**config.mk**
```make
export PLATFORM = sky130hd
export DESIGN_NAME = lcd_hd44780_ctrl
export DESIGN_NICKNAME = d
export VERILOG_FILES = /design/src/rtl/lcd_pkg.sv /design/src/rtl/lcd_nibble_tx.sv /design/src/rtl/lcd_hd44780_ctrl.sv
export SDC_FILE = /design/constraint.sdc
export NUM_CORES = 1
export LEC_CHECK = 0
export ABC_AREA = 1
export CAP_MARGIN = 5
export CORE_ASPECT_RATIO = 1.5
export CORE_UTILIZATION = 40
export CTS_CLUSTER_SIZE = 8
export DETAILED_ROUTE_END_ITERATION = 16
export SYNTH_ARGS = -nofsm -noshare
export SYNTH_HDL_FRONTEND = slang
export SYNTH_SLANG_ARGS = --single-unit
```
**constraint.sdc**
```tcl
create_clock -name clk -period 1.7 [get_ports clk]
set_input_delay 0.255 -clock clk [delete_from_list [all_inputs] [get_ports clk]]
set_output_delay 0.255 -clock clk [all_outputs]
set_load 0.02 [all_outputs]
```
**src/rtl/lcd_pkg.sv**
```systemverilog
// Shared types and tables for the HD44780 4-bit controller: FSM states, the
// fixed power-up nibble ROM and the configuration byte list.
package lcd_pkg;

  typedef enum logic [2:0] {
    PWR_WAIT,
    INIT_NIB,
    INIT_WAIT,
    IDLE,
    HI,
    GAP,
    LO,
    POST
  } lcd_state_e;

  typedef enum logic [1:0] {
    N_IDLE,
    N_SETUP,
    N_EN
  } nib_state_e;

  typedef enum logic [1:0] {
    W_INIT1,
    W_INIT2,
    W_CMD
  } init_wait_e;

  typedef struct packed {
    logic [3:0] nib;
    init_wait_e wsel;
  } init_step_t;

  localparam logic [1:0] LAST_STEP   = 2'd3;
  localparam logic [7:0] CMD_CLEAR   = 8'h01;
  localparam logic [7:0] CMD_HOME    = 8'h02;
  localparam logic [7:0] CMD_FUNCSET = 8'h28;

  // Three 0x3 wake-up nibbles force 8-bit mode regardless of prior state, then 0x2 switches to 4-bit.
  function automatic init_step_t init_rom(input logic [1:0] idx);
    init_step_t s;
    case (idx)
      2'd0:    s = '{nib: 4'h3, wsel: W_INIT1};
      2'd1:    s = '{nib: 4'h3, wsel: W_INIT2};
      2'd2:    s = '{nib: 4'h3, wsel: W_CMD};
      default: s = '{nib: 4'h2, wsel: W_CMD};
    endcase
    return s;
  endfunction

  function automatic logic [7:0] cfg_byte(input logic [1:0] idx,
                                          input logic [7:0] entry,
                                          input logic [7:0] dispctl);
    logic [7:0] b;
    case (idx)
      2'd0:    b = CMD_FUNCSET;
      2'd1:    b = entry;
      2'd2:    b = dispctl;
      default: b = CMD_CLEAR;
    endcase
    return b;
  endfunction

  function automatic logic is_long_cmd(input logic rs, input logic [7:0] b);
    return !rs && ((b == CMD_CLEAR) || (b == CMD_HOME));
  endfunction

endpackage

```
**src/rtl/lcd_nibble_tx.sv**
```systemverilog
// Drives one nibble onto the LCD pins: T_SETUP cycles of setup, then lcd_e high for T_EN cycles.
// start_i is only honoured when idle; done_o marks the final e-high cycle.
module lcd_nibble_tx
  import lcd_pkg::*;
#(
  parameter int unsigned T_SETUP = 2,
  parameter int unsigned T_EN    = 12
) (
  input  logic       clk,
  input  logic       rst,
  input  logic       start_i,
  input  logic [3:0] nib_i,
  input  logic       rs_i,
  output logic       busy_o,
  output logic       done_o,
  output logic [3:0] lcd_data_o,
  output logic       lcd_e_o,
  output logic       lcd_rs_o
);

  localparam int unsigned TMAX = (T_SETUP > T_EN) ? T_SETUP : T_EN;
  localparam int TW = $clog2(TMAX + 1);

  if (T_SETUP < 1) begin : g_chk_setup
    $error("lcd_nibble_tx: T_SETUP must be at least 1");
  end
  if (T_EN < 1) begin : g_chk_en
    $error("lcd_nibble_tx: T_EN must be at least 1");
  end

  nib_state_e    state_q;
  logic [TW-1:0] cnt_q;
  logic [3:0]    data_q;
  logic          rs_q;
  logic          e_q;

  always_ff @(posedge clk or negedge rst) begin
    if (!rst) begin
      state_q <= N_IDLE;
      cnt_q   <= '0;
      data_q  <= '0;
      rs_q    <= 1'b0;
      e_q     <= 1'b0;
    end else begin
      case (state_q)
        N_IDLE: begin
          if (start_i) begin
            data_q  <= nib_i;
            rs_q    <= rs_i;
            cnt_q   <= TW'(T_SETUP - 1);
            state_q <= N_SETUP;
          end
        end
        N_SETUP: begin
          if (cnt_q == '0) begin
            e_q     <= 1'b1;
            cnt_q   <= TW'(T_EN - 1);
            state_q <= N_EN;
          end else begin
            cnt_q <= cnt_q - 1'b1;
          end
        end
        N_EN: begin
          if (cnt_q == '0) begin
            e_q     <= 1'b0;
            state_q <= N_IDLE;
          end else begin
            cnt_q <= cnt_q - 1'b1;
          end
        end
        default: state_q <= N_IDLE;
      endcase
    end
  end

  // Data and rs only reload on a new start, so they hold past the e fall until the caller relaunches.
  assign busy_o     = (state_q != N_IDLE);
  assign done_o     = (state_q == N_EN) && (cnt_q == '0);
  assign lcd_data_o = data_q;
  assign lcd_e_o    = e_q;
  assign lcd_rs_o   = rs_q;

endmodule

```
**src/rtl/lcd_hd44780_ctrl.sv**
```systemverilog
// HD44780 4-bit write-only controller: autonomous power-up/config, then one byte per IDLE visit.
// A byte is taken on wr_valid && wr_ready; first lcd_e rise follows T_SETUP cycles later.
module lcd_hd44780_ctrl
  import lcd_pkg::*;
#(
  parameter int unsigned T_PWRUP = 750000,
  parameter int unsigned T_INIT1 = 205000,
  parameter int unsigned T_INIT2 = 5000,
  parameter int unsigned T_SETUP = 2,
  parameter int unsigned T_EN    = 12,
  parameter int unsigned T_NIB   = 50,
  parameter int unsigned T_CMD   = 2000,
  parameter int unsigned T_CLR   = 82000,
  parameter logic [7:0]  ENTRY   = 8'h06,
  parameter logic [7:0]  DISPCTL = 8'h0C,
  parameter int unsigned CNT_W   = 20
) (
  input  logic       clk,
  input  logic       rst,
  input  logic       wr_valid,
  input  logic       wr_rs,
  input  logic [7:0] wr_byte,
  output logic       wr_ready,
  output logic       init_done,
  output logic [3:0] lcd_data,
  output logic       lcd_e,
  output logic       lcd_rs,
  output logic       lcd_rw,
  output logic       sf_ce0
);

  localparam int unsigned T_MAX_A = (T_PWRUP > T_INIT1) ? T_PWRUP : T_INIT1;
  localparam int unsigned T_MAX_B = (T_CLR > T_INIT2) ? T_CLR : T_INIT2;
  localparam int unsigned T_MAX_C = (T_MAX_A > T_MAX_B) ? T_MAX_A : T_MAX_B;
  localparam int unsigned T_MAX   = (T_MAX_C > T_CMD) ? T_MAX_C : T_CMD;

  if (T_PWRUP < 1 || T_INIT1 < 1 || T_INIT2 < 1 || T_CMD < 1 || T_CLR < 1) begin : g_chk_zero
    $error("lcd_hd44780_ctrl: all T_* delays must be at least 1");
  end
  if (T_NIB <= T_SETUP) begin : g_chk_nib
    $error("lcd_hd44780_ctrl: T_NIB must exceed T_SETUP");
  end
  if (T_MAX > (1 << CNT_W)) begin : g_chk_width
    $error("lcd_hd44780_ctrl: CNT_W too narrow for the longest delay");
  end

  function automatic logic [CNT_W-1:0] ld(input int unsigned t);
    return CNT_W'(t - 1);
  endfunction

  function automatic logic [CNT_W-1:0] wait_ld(input init_wait_e w);
    logic [CNT_W-1:0] v;
    case (w)
      W_INIT1: v = ld(T_INIT1);
      W_INIT2: v = ld(T_INIT2);
      default: v = ld(T_CMD);
    endcase
    return v;
  endfunction

  lcd_state_e       state_q;
  logic [CNT_W-1:0] cnt_q;
  logic             pwr_armed_q;
  logic [1:0]       step_q;
  logic             cfg_q;
  logic [7:0]       byte_q;
  logic             rs_q;
  logic             ready_q;
  logic             done_q;

  logic       nib_start;
  logic [3:0] nib_val;
  logic       nib_rs;
  logic       nib_busy;
  logic       nib_done;
  logic       cnt_zero;
  logic       accept;

  assign cnt_zero = (cnt_q == '0);
  assign accept   = (state_q == IDLE) && ready_q && wr_valid && !nib_busy;

  // Nibble launches coincide with the FSM edge that enters HI/LO/INIT_NIB, keeping setup at exactly T_SETUP.
  always_comb begin
    nib_start = 1'b0;
    nib_val   = 4'h0;
    nib_rs    = 1'b0;
    case (state_q)
      PWR_WAIT: begin
        nib_start = pwr_armed_q && cnt_zero;
        nib_val   = init_rom(2'd0).nib;
      end
      INIT_WAIT: begin
        nib_start = cnt_zero;
        if (step_q == LAST_STEP) begin
          nib_val = cfg_byte(2'd0, ENTRY, DISPCTL)[7:4];
        end else begin
          nib_val = init_rom(step_q + 2'd1).nib;
        end
      end
      IDLE: begin
        nib_start = accept;
        nib_val   = wr_byte[7:4];
        nib_rs    = wr_rs;
      end
      GAP: begin
        nib_start = cnt_zero;
        nib_val   = byte_q[3:0];
        nib_rs    = rs_q;
      end
      POST: begin
        nib_start = cnt_zero && cfg_q && (step_q != LAST_STEP);
        nib_val   = cfg_byte(step_q + 2'd1, ENTRY, DISPCTL)[7:4];
      end
      default: ;
    endcase
  end

  always_ff @(posedge clk or negedge rst) begin
    if (!rst) begin
      state_q     <= PWR_WAIT;
      cnt_q       <= '0;
      pwr_armed_q <= 1'b0;
      step_q      <= 2'd0;
      cfg_q       <= 1'b0;
      byte_q      <= 8'h00;
      rs_q        <= 1'b0;
      ready_q     <= 1'b0;
      done_q      <= 1'b0;
    end else begin
      case (state_q)
        PWR_WAIT: begin
          if (!pwr_armed_q) begin
            pwr_armed_q <= 1'b1;
            cnt_q       <= ld(T_PWRUP);
          end else if (cnt_zero) begin
            step_q  <= 2'd0;
            state_q <= INIT_NIB;
          end else begin
            cnt_q <= cnt_q - 1'b1;
          end
        end
        INIT_NIB: begin
          if (nib_done) begin
            cnt_q   <= wait_ld(init_rom(step_q).wsel);
            state_q <= INIT_WAIT;
          end
        end
        INIT_WAIT: begin
          if (!cnt_zero) begin
            cnt_q <= cnt_q - 1'b1;
          end else if (step_q == LAST_STEP) begin
            step_q  <= 2'd0;
            cfg_q   <= 1'b1;
            byte_q  <= cfg_byte(2'd0, ENTRY, DISPCTL);
            rs_q    <= 1'b0;
            state_q <= HI;
          end else begin
            step_q  <= step_q + 2'd1;
            state_q <= INIT_NIB;
          end
        end
        IDLE: begin
          if (accept) begin
            byte_q  <= wr_byte;
            rs_q    <= wr_rs;
            ready_q <= 1'b0;
            state_q <= HI;
          end
        end
        HI: begin
          if (nib_done) begin
            cnt_q   <= ld(T_NIB - T_SETUP);
            state_q <= GAP;
          end
        end
        GAP: begin
          if (cnt_zero) begin
            state_q <= LO;
          end else begin
            cnt_q <= cnt_q - 1'b1;
          end
        end
        LO: begin
          if (nib_done) begin
            cnt_q   <= is_long_cmd(rs_q, byte_q) ? ld(T_CLR) : ld(T_CMD);
            state_q <= POST;
          end
        end
        POST: begin
          if (!cnt_zero) begin
            cnt_q <= cnt_q - 1'b1;
          end else if (cfg_q && (step_q != LAST_STEP)) begin
            step_q  <= step_q + 2'd1;
            byte_q  <= cfg_byte(step_q + 2'd1, ENTRY, DISPCTL);
            rs_q    <= 1'b0;
            state_q <= HI;
          end else begin
            cfg_q   <= 1'b0;
            done_q  <= 1'b1;
            ready_q <= 1'b1;
            state_q <= IDLE;
          end
        end
        default: state_q <= PWR_WAIT;
      endcase
    end
  end

  lcd_nibble_tx #(
    .T_SETUP (T_SETUP),
    .T_EN    (T_EN)
  ) u_nib (
    .clk        (clk),
    .rst        (rst),
    .start_i    (nib_start),
    .nib_i      (nib_val),
    .rs_i       (nib_rs),
    .busy_o     (nib_busy),
    .done_o     (nib_done),
    .lcd_data_o (lcd_data),
    .lcd_e_o    (lcd_e),
    .lcd_rs_o   (lcd_rs)
  );

  assign wr_ready  = ready_q;
  assign init_done = done_q;
  assign lcd_rw    = 1'b0;
  assign sf_ce0    = 1'b1;

endmodule

```
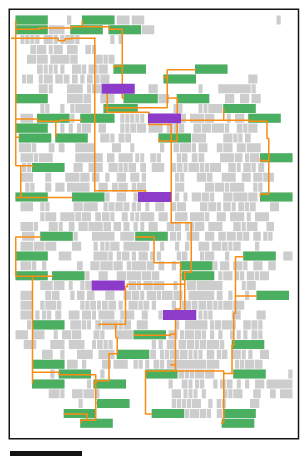
*Clock distribution*
Scale bar: 20 um.
Key: orange = clock wires [length 774 um]; purple = clock-net drivers [count 5]; green = flip-flops [count 50]
There are 6 routed clock nets. Position of the flops: widely spread.

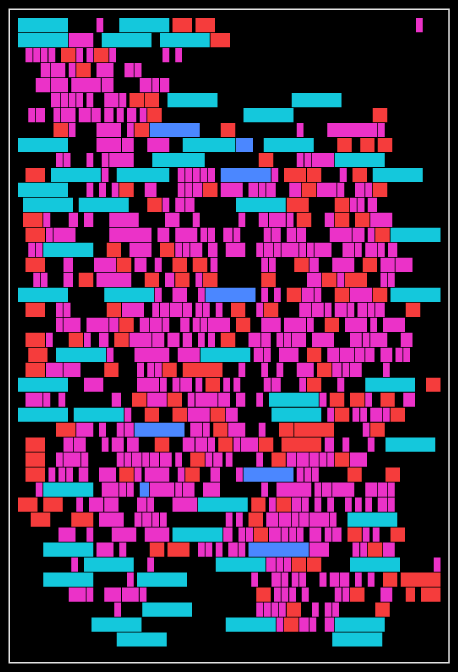
*Cells coloured by class*
Key: magenta = remaining logic cells [cells 448, share of their area 50%]; blue = clock drivers and dummy loads [cells 8, share of their area 3.4%]; cyan = sequential cells [cells 50, share of their area 25%]; red = remaining buffers and delay cells [cells 127, share of their area 21%]

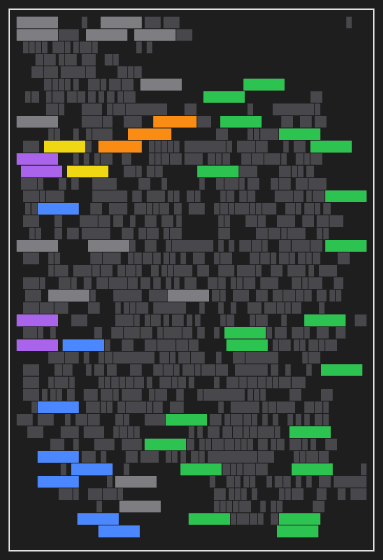
*Where the registers sit*
Key: blue = byte_q [sequential cells 8, where bottom left]; yellow = u_nib.state_q [sequential cells 2]; purple = u_nib.lcd_data_o [sequential cells 4, where left middle]; green = cnt_q [sequential cells 20]; orange = state_q [sequential cells 3]
Another 13 sequential cells are not coloured.

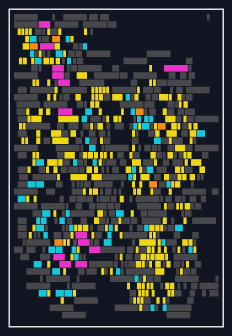
*Gate families picked out*
Key: orange = xor and xnor cells [cells 6]; magenta = fa/ha/maj cells [cells 13]; yellow = nand cells [cells 225, where widely spread]; cyan = aoi and oai cells [cells 59]
final instance count without filler cells: 743
most used logic cell in the final layout: nand2_1

## final timing paths
kind,start,endpoint,slack (ns),cells past startpoint
worst max-delay path,wr_ready$_DFFE_PN0P_,wr_ready,0.07,1
worst min-delay path,rst,cnt_q[12]$_DFFE_PN0P_,0.45,3
worst max register to register,cnt_q[0]$_DFFE_PN0P_,cnt_q[4]$_DFFE_PN0P_,0.07,11
worst min register to register,init_done$_DFFE_PN0P_,init_done$_DFFE_PN0P_,0.46,2
max in group asynchronous,rst,state_q[1]$_DFFE_PN0P_,0.95,3
min in group clk,init_done$_DFFE_PN0P_,init_done$_DFFE_PN0P_,0.46,2
## layer usage
layer,part of all wire,global-route usage
met3,0.025,0.0324
met2,0.55,0.452
met1,0.37,0.245
met5,0,0
met4,0.056,0.164
## report_power, final
group | total, uW | switching [uW] | internal [uW]
clock network | 1180 | 481 | 698
registers | 1190 | 0 | 1190
logic | 60.6 | 33.2 | 27.4
total | 2430 | 514 | 1910
## registers in the layout, indices dropped and copies added, names as in the netlist, 2 cells and up
name	cells
u_nib.lcd_data_o	4
u_nib.state_q	2
step_q	2
state_q	3
u_nib.cnt_q	4
cnt_q	20
byte_q	8
## tightest hold or removal path, delay by kind of cell
kind     cells  cell delay, ns
buf+inv      3            0.89
## synth_stat cells (all sizes together)
| cell type | n | share of area |
|---|---|---|
| nand2 | 163 | 0.19 |
| nor2 | 69 | 0.085 |
| inv | 60 | 0.064 |
| dfrtp | 50 | 0.35 |
| nand3 | 46 | 0.072 |
| o21ai | 32 | 0.055 |
| a21oi | 15 | 0.022 |
| nand4 | 14 | 0.028 |
| ha | 13 | 0.045 |
| buf | 9 | 0.026 |
| nor3 | 7 | 0.0097 |
| xnor2 | 4 | 0.0097 |
| o21bai | 3 | 0.0062 |
| o22ai | 3 | 0.0052 |
| a21boi | 2 | 0.0042 |
| a22oi | 2 | 0.0042 |
| conb | 2 | 0.0021 |
| nand3b | 2 | 0.0042 |
| or2 | 2 | 0.0035 |
| xor2 | 2 | 0.0049 |
| a211oi | 1 | 0.0021 |
| a21o | 1 | 0.0021 |
| a22o | 1 | 0.0024 |
| and2 | 1 | 0.0017 |
| and3 | 1 | 0.0017 |
| clkinv | 1 | 0.0014 |
| o211ai | 1 | 0.0021 |
## area by class of cell
cell class / instances / area share
Multi-Input combinational cell: 387 / 0.438
Sequential cell: 50 / 0.246
Timing Repair Buffer: 127 / 0.209
Inverter: 61 / 0.0473
Tap cell: 110 / 0.0269
Clock buffer: 5 / 0.0245
Clock inverter: 3 / 0.00857
## per-stage QoR
stage	total power, uW	worst slack (ns)	area (um^2)	hold WS (ns)	util
2_1_floorplan	1220	0.00830	3620	-0.0406	-
3_3_place_gp	1270	-0.196	4540	0.272	0.517
3_5_place_dp	1270	-0.226	4540	0.273	0.517
4_1_cts	2460	0.00196	4870	0.471	0.555
5_1_grt	2510	-0.0660	5110	0.502	0.582
6_report	2430	0.0688	5110	0.451	0.582
## timing repair
item,4_1_cts,5_1_grt
setup endpoints to repair,38,44
cloned,1,0
hold buffers,1,0
hold endpoints to repair,50,0
pin swaps,2,24
resized,22,61
setup buffers,6,11
==> impl_metrics.env <==
# source this file to load flow results
export IMPL_synth_compound_area_share=0.105
export IMPL_max_cap_violations=0
export IMPL_clock_path_buffers=2
export IMPL_mi_logic_area_mm2=0.00224
export IMPL_crit_buf_inv=1
export IMPL_static_leakage_power_uw=0.00253
export IMPL_largest_family_of_logic_cells_by_area="simple AND/OR/NAND/NOR gates"
export IMPL_power_density_mw_per_mm2=475
export IMPL_globalplace_congestion=0.949
export IMPL_drt_pre_antenna_iters=5
export IMPL_die_h_um=118
export IMPL_die_width_um=79.6
export IMPL_ant_nets=0
export IMPL_cp_slowest_cell="clkdlybuf4s50_1"
export IMPL_drc=0
export IMPL_path_cells="clkdlybuf4s50_1"
export IMPL_tritoncts="built"
export IMPL_global_route_overflow_total=0
export IMPL_flow_area_growth_from_synthesis_pct=41.6
export IMPL_clock_slew_at_reported_path_ffs_ns=0.07
export IMPL_layout_top_cells="nand2_1, buf_4, dfrtp_1"
export IMPL_clock_root_buffer="clkbuf_16"
export IMPL_grt_max_degree=51
export IMPL_floorplan_die_area_mm2=0.00942
export IMPL_peakVddDrop_uv=372
export IMPL_syn_cell_area_mm2=0.00361
export IMPL_initial_core_util=0.411
export IMPL_synthesis_instances=507
export IMPL_final_max_slew_violation_count=0
export IMPL_cts_inserted_buffers=5
export IMPL_clkLatencyLatePin_ns=0.30
export IMPL_nFillCells=814
export IMPL_synthesis_yosys_warnings=0
export IMPL_worst_path_dominant_cell_family="buffers and inverters"
export IMPL_yosys_mux_area_fraction=0
export IMPL_status="completed"
export IMPL_setup_violations_final=0
export IMPL_critical_path_class="reg2out"
export IMPL_post_route_min_period_ns=1.63
export IMPL_timing_critical_path_required_ns=1.44
export IMPL_viasPerCell=5.07
export IMPL_initial_antenna_violation_count=0
export IMPL_layout_area_seq_mm2=0.00125
export IMPL_endpoint_kind="primary output"
export IMPL_ioPinCount=22
export IMPL_final_setup_skew_ns=0.00827
export IMPL_openroad_warnings=36
export IMPL_totalWireLength_um=10800
export IMPL_launching_element_type_of_the_critical_path="flop"
export IMPL_grt_setup_unrepaired="true"
Power is estimated from default activity; no workload was simulated.
